### config.mk
export PLATFORM = sky130hd
export DESIGN_NAME = dsp_post_adder_acc
export DESIGN_NICKNAME = d
export VERILOG_FILES = /design/src/rtl/dsp_pkg.sv /design/src/rtl/dsp_pipe_reg.sv /design/src/rtl/dsp_post_adder_acc.sv
export SDC_FILE = /design/constraint.sdc
export NUM_CORES = 1
export LEC_CHECK = 0
export ABC_CLOCK_PERIOD_IN_PS = 4800
export CORE_ASPECT_RATIO = 0.7
export CORE_MARGIN = 3
export CORE_UTILIZATION = 51
export DETAILED_ROUTE_END_ITERATION = 10
export GPL_TIMING_DRIVEN = 0
export PLACE_DENSITY = 0.87
export SLEW_MARGIN = 30
export SYNTH_ARGS = -nofsm -noshare
export SYNTH_HDL_FRONTEND = slang
export SYNTH_HIERARCHICAL = 1
export SYNTH_SLANG_ARGS = --single-unit
### constraint.sdc
create_clock -name clk -period 4.8 [get_ports clk]
set_input_delay 0.48 -clock clk [delete_from_list [all_inputs] [get_ports clk]]
set_output_delay 0.48 -clock clk [all_outputs]
set_load 0.02 [all_outputs]
### src/rtl/dsp_pkg.sv
// Shared constants and select encodings for the DSP48A1 post-adder/accumulator.
package dsp_pkg;

  // Datapath widths: P/C/PCIN/D:A:B are 48 bits, the product is 36 bits.
  // The adder is one bit wider so the carry/borrow out is bit 48.
  localparam int P_W = 48;
  localparam int M_W = 36;
  localparam int R_W = P_W + 1;

  // OPMODE field positions. Bits 4 and 6 belong to the pre-adder and are not used here.
  localparam int OP_X_LSB = 0;
  localparam int OP_Z_LSB = 2;
  localparam int OP_CIN   = 5;
  localparam int OP_SUB   = 7;

  // X operand select, opmode[1:0].
  typedef enum logic [1:0] {
    X_ZERO = 2'd0,
    X_M    = 2'd1,
    X_P    = 2'd2,
    X_DAB  = 2'd3
  } x_sel_e;

  // Z operand select, opmode[3:2].
  typedef enum logic [1:0] {
    Z_ZERO = 2'd0,
    Z_PCIN = 2'd1,
    Z_P    = 2'd2,
    Z_C    = 2'd3
  } z_sel_e;

endpackage

### src/rtl/dsp_pipe_reg.sv
// Optional pipeline register with clock enable and async active-low clear.
// With BYPASS set the output follows the input combinationally; the flop is
// still described so every port stays connected, and synthesis drops it.
module dsp_pipe_reg #(
  parameter int WIDTH  = 1,
  parameter bit BYPASS = 1'b0
) (
  input  logic             clk,
  input  logic             rst,
  input  logic             ce,
  input  logic [WIDTH-1:0] d_i,
  output logic [WIDTH-1:0] q_o
);

  logic [WIDTH-1:0] data_q;

  // Storage: reset wins over the enable; a low enable holds the value.
  always_ff @(posedge clk or negedge rst) begin
    if (!rst) begin
      data_q <= '0;
    end else if (ce) begin
      data_q <= d_i;
    end
  end

  assign q_o = BYPASS ? d_i : data_q;

endmodule

### src/rtl/dsp_post_adder_acc.sv
// DSP48A1 post-adder/accumulator: selects X and Z under OPMODE control,
// computes Z +/- (X + CIN) in 49 bits and registers P and CARRYOUT.
// P fed back through X or Z forms the multiply-accumulate loop.
module dsp_post_adder_acc
  import dsp_pkg::*;
#(
  parameter bit    PREG        = 1'b1,
  parameter bit    CARRYOUTREG = 1'b1,
  parameter bit    CARRYINREG  = 1'b1,
  parameter string CARRYINSEL  = "OPMODE5"
) (
  input  logic           clk,
  input  logic           rst,
  input  logic           cep,
  input  logic           cecarryin,
  input  logic [7:0]     opmode,
  input  logic [M_W-1:0] m,
  input  logic [P_W-1:0] dab,
  input  logic [P_W-1:0] c,
  input  logic [P_W-1:0] pcin,
  input  logic           carryin,
  output logic [P_W-1:0] p,
  output logic [P_W-1:0] pcout,
  output logic           carryout,
  output logic           carryoutf
);

  localparam bit CIN_FROM_PORT = (CARRYINSEL == "CARRYIN");

  x_sel_e         x_sel;
  z_sel_e         z_sel;
  logic [P_W-1:0] x_val;
  logic [P_W-1:0] z_val;
  logic [P_W-1:0] p_fb;
  logic [R_W-1:0] r;
  logic [P_W-1:0] p_d;
  logic [P_W-1:0] p_q;
  logic           co_d;
  logic           co_q;
  logic           cin_src;
  logic           cin_q;
  logic           unused_ok;

  // Pre-adder control bits arrive on the same bus but have no effect here.
  assign unused_ok = ^{opmode[6], opmode[4]};

  assign x_sel = x_sel_e'(opmode[OP_X_LSB +: 2]);
  assign z_sel = z_sel_e'(opmode[OP_Z_LSB +: 2]);

  // Carry-in source: opmode[5] or the external pin.
  assign cin_src = CIN_FROM_PORT ? carryin : opmode[OP_CIN];

  // CYI register; only the carry is delayed, the rest of opmode is not.
  dsp_pipe_reg #(
    .WIDTH  (1),
    .BYPASS (!CARRYINREG)
  ) u_cyi (
    .clk (clk),
    .rst (rst),
    .ce  (cecarryin),
    .d_i (cin_src),
    .q_o (cin_q)
  );

  // Without a P register the feedback would be a combinational loop, so
  // selecting P reads as zero in that configuration.
  if (PREG) begin : g_pfb_reg
    assign p_fb = p_q;
  end else begin : g_pfb_zero
    assign p_fb = '0;
  end

  // X operand mux; the product is zero-extended to 48 bits.
  always_comb begin
    x_val = '0;
    case (x_sel)
      X_ZERO:  x_val = '0;
      X_M:     x_val = {{(P_W-M_W){1'b0}}, m};
      X_P:     x_val = p_fb;
      X_DAB:   x_val = dab;
      default: x_val = '0;
    endcase
  end

  // Z operand mux.
  always_comb begin
    z_val = '0;
    case (z_sel)
      Z_ZERO:  z_val = '0;
      Z_PCIN:  z_val = pcin;
      Z_P:     z_val = p_fb;
      Z_C:     z_val = c;
      default: z_val = '0;
    endcase
  end

  // 49-bit add/subtract; in subtract mode the carry joins X before the
  // subtraction so bit 48 is the two's-complement sign/borrow.
  always_comb begin
    r = '0;
    if (opmode[OP_SUB]) begin
      r = {1'b0, z_val} - ({1'b0, x_val} + R_W'(cin_q));
    end else begin
      r = {1'b0, z_val} + {1'b0, x_val} + R_W'(cin_q);
    end
  end

  assign p_d  = r[P_W-1:0];
  assign co_d = r[P_W];

  // P register, enabled by cep.
  dsp_pipe_reg #(
    .WIDTH  (P_W),
    .BYPASS (!PREG)
  ) u_p (
    .clk (clk),
    .rst (rst),
    .ce  (cep),
    .d_i (p_d),
    .q_o (p_q)
  );

  // CARRYOUT register, enabled by cecarryin independently of cep.
  dsp_pipe_reg #(
    .WIDTH  (1),
    .BYPASS (!CARRYOUTREG)
  ) u_co (
    .clk (clk),
    .rst (rst),
    .ce  (cecarryin),
    .d_i (co_d),
    .q_o (co_q)
  );

  assign p         = p_q;
  assign pcout     = p_q;
  assign carryout  = co_q;
  assign carryoutf = co_q;

endmodule

**Local utilization**

Scale bar: 50 µm. 18 x 13 tiles, from white (low) to dark blue (high), 0 to 100% covered.
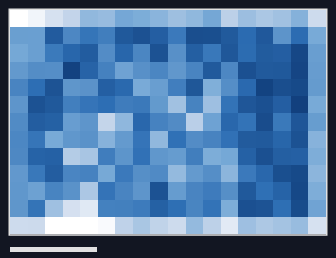
tiles over 75% full: 30%
mean over tiles: 62%
fullest tile: 93%
nearly empty tiles: 1.7%

**Cell outlines without signal wires**

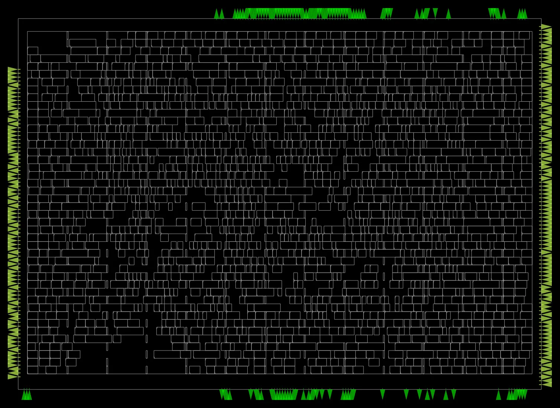
number of core rows: 44
fin cells: 1,979

**Power grid**

Scale bar: 50 µm. Pins as bars on the die edge. Tap cells in grey.
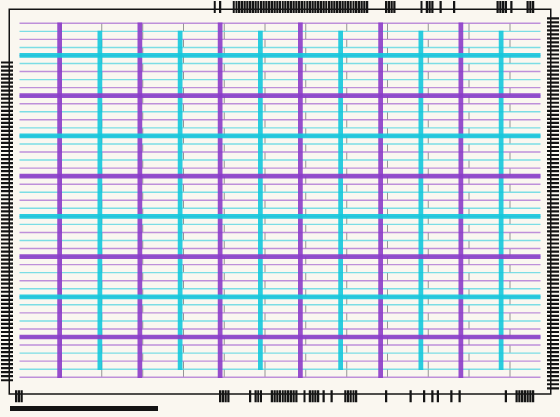
| net | colour |
|---|---|
| VSS | purple |
| VDD | cyan |
signal pins: 291
met1 rails: 45
tap cells: 276

**Selected gate families**

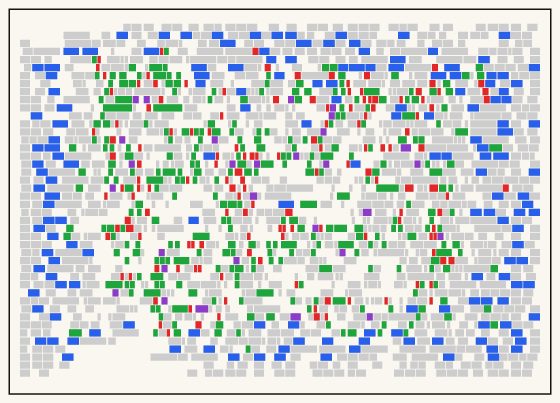
| family | colour | cells |
|---|---|---|
| NOR gates | red | 142 |
| multiplexers | blue | 158 |
| inverting AOI/OAI gates | green | 284 |
| AND and OR gates | purple | 29 |

**Wires at chosen ports, followed through buffers**

Scale bar: 50 µm.
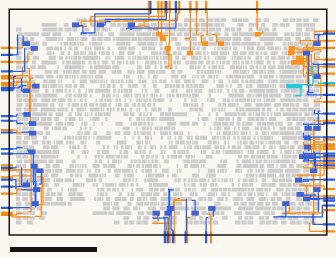
| port | colour | bits | direction | end cells | buffers | wire |
|---|---|---|---|---|---|---|
| `dab` | orange | 48 | input | 48 | 48 | 1,310 µm |
| `m` | blue | 36 | input | 36 | 36 | 857 µm |
| `carryout` | cyan | 1 | output | 1 | 1 | 31.0 µm |

==> run notes <==
fresh numbers from the pnr run: max-cap viol count 0, final period utilization 98.5%, Final Hold Vio Count 0, Mux area share 16.5%, fmax 0.211 GHz, clock transition at the registers of the reported paths 80 ps, Initial Utilization 52.8%, M3 GR Usage 11.8%, YS chip area 11,100 µm², fraction of area in registers 8.39%, Peak VDD IR 0.352 mV, Final WS setup 69.8 ps, P&R area growth vs syn 34.0%, cells after synthesis 1,406, tap cells 276, CTS buffer count 5, buffers and inverters on the worst path 3, CP Launch Point opmode[1], worst-path cell chain clkdlybuf4s15_2, buf_6, buf_6, mux2_2, a22o_1, ha_1, and2_1, nand2_1, nor3_1, a311o_1, a221o_1, a21oi_4, o41ai_4, a311o_1, a31oi_1, mux2i_1, mux2_4, Top logic family AND-OR/OR-AND gates, CTS max path bufs 2, Sw Share 51.1%, Post-synth seq share 11.2%, fin. max-slew vios 0, cell family with most CP delay AND-OR/OR-AND gates, worst reg-to-reg setup slack 600 ps, crit path launch type primary input, M2 GR Usage 53.8%, wire length of the first global-routing pass 66,500 µm, Largest stage delay, worst path 420 ps, # diodes 0, Post-Synth Simple-Gate Area 13.0%, largest net degree at the start of global routing 28, Met1 Routed Length 19,100 µm, RR Startpoint u_p/q_o[0]$_DFFE_PN0P_, seq_cells 50, xor/xnor share 6.53%, top cell category multi-input combinational cells, clock buf count 6, ys cells 1,406, filler instances 1,710, Antenna Nets Post-Route 0, Worst slew margin 35.6%, AND-OR/OR-AND Cells, Area Fraction 26.0%, Comb pwr share 82.3%, Seq pwr share 12.5%, Top Layout Cells clkdlybuf4s50_1, inv_1, ha_1, Fin Hold WS 69.2 ps, met1 Use GR 49.4%, Worst Skew 7.05 ps, syn_nets 1,742, logic area 8950 µm², type of the worst setup path in2reg, Int Power 3.87 mW, Final nets 2,038, Hold Buf Count CTS 0, total design power 7.91 mW, Commonest Layout Cell clkdlybuf4s50_1, top cells by count ha_1, inv_1, a21oi_1, pre-CTS setup slack -2020 ps, Vias 12,100, drt total wl 44,400 µm, Late-Pin Clk Latency 320 ps, buffer count from post-CTS setup fixing 3, power in the clock group 0.412 mW, Clock buf/inv share 1.01%, top layer in use met4, Biggest consumer combinational cells, Yosys top cell by area ha_1, fa+ha+maj area frac 16.3%, tool warnings 76, gr busiest metal met2, Synth area leaders ha_1, mux2_2, dfrtp_1, a21oi_1, xnor2_1, DR pass1 iterations 5, CTS tree yes, status finished, final reports clean, drt drc 0, static leakage 6.69 nW, Register Area 1250 µm², CP max-delay cell ha_1, Via density 6.13, Combinational Power 6.51 mW, first-iteration detailed-routing DRC count 1,253, WL/cell 22.4 µm, die area 23,700 µm²
Power and IR drop assume default switching activity.
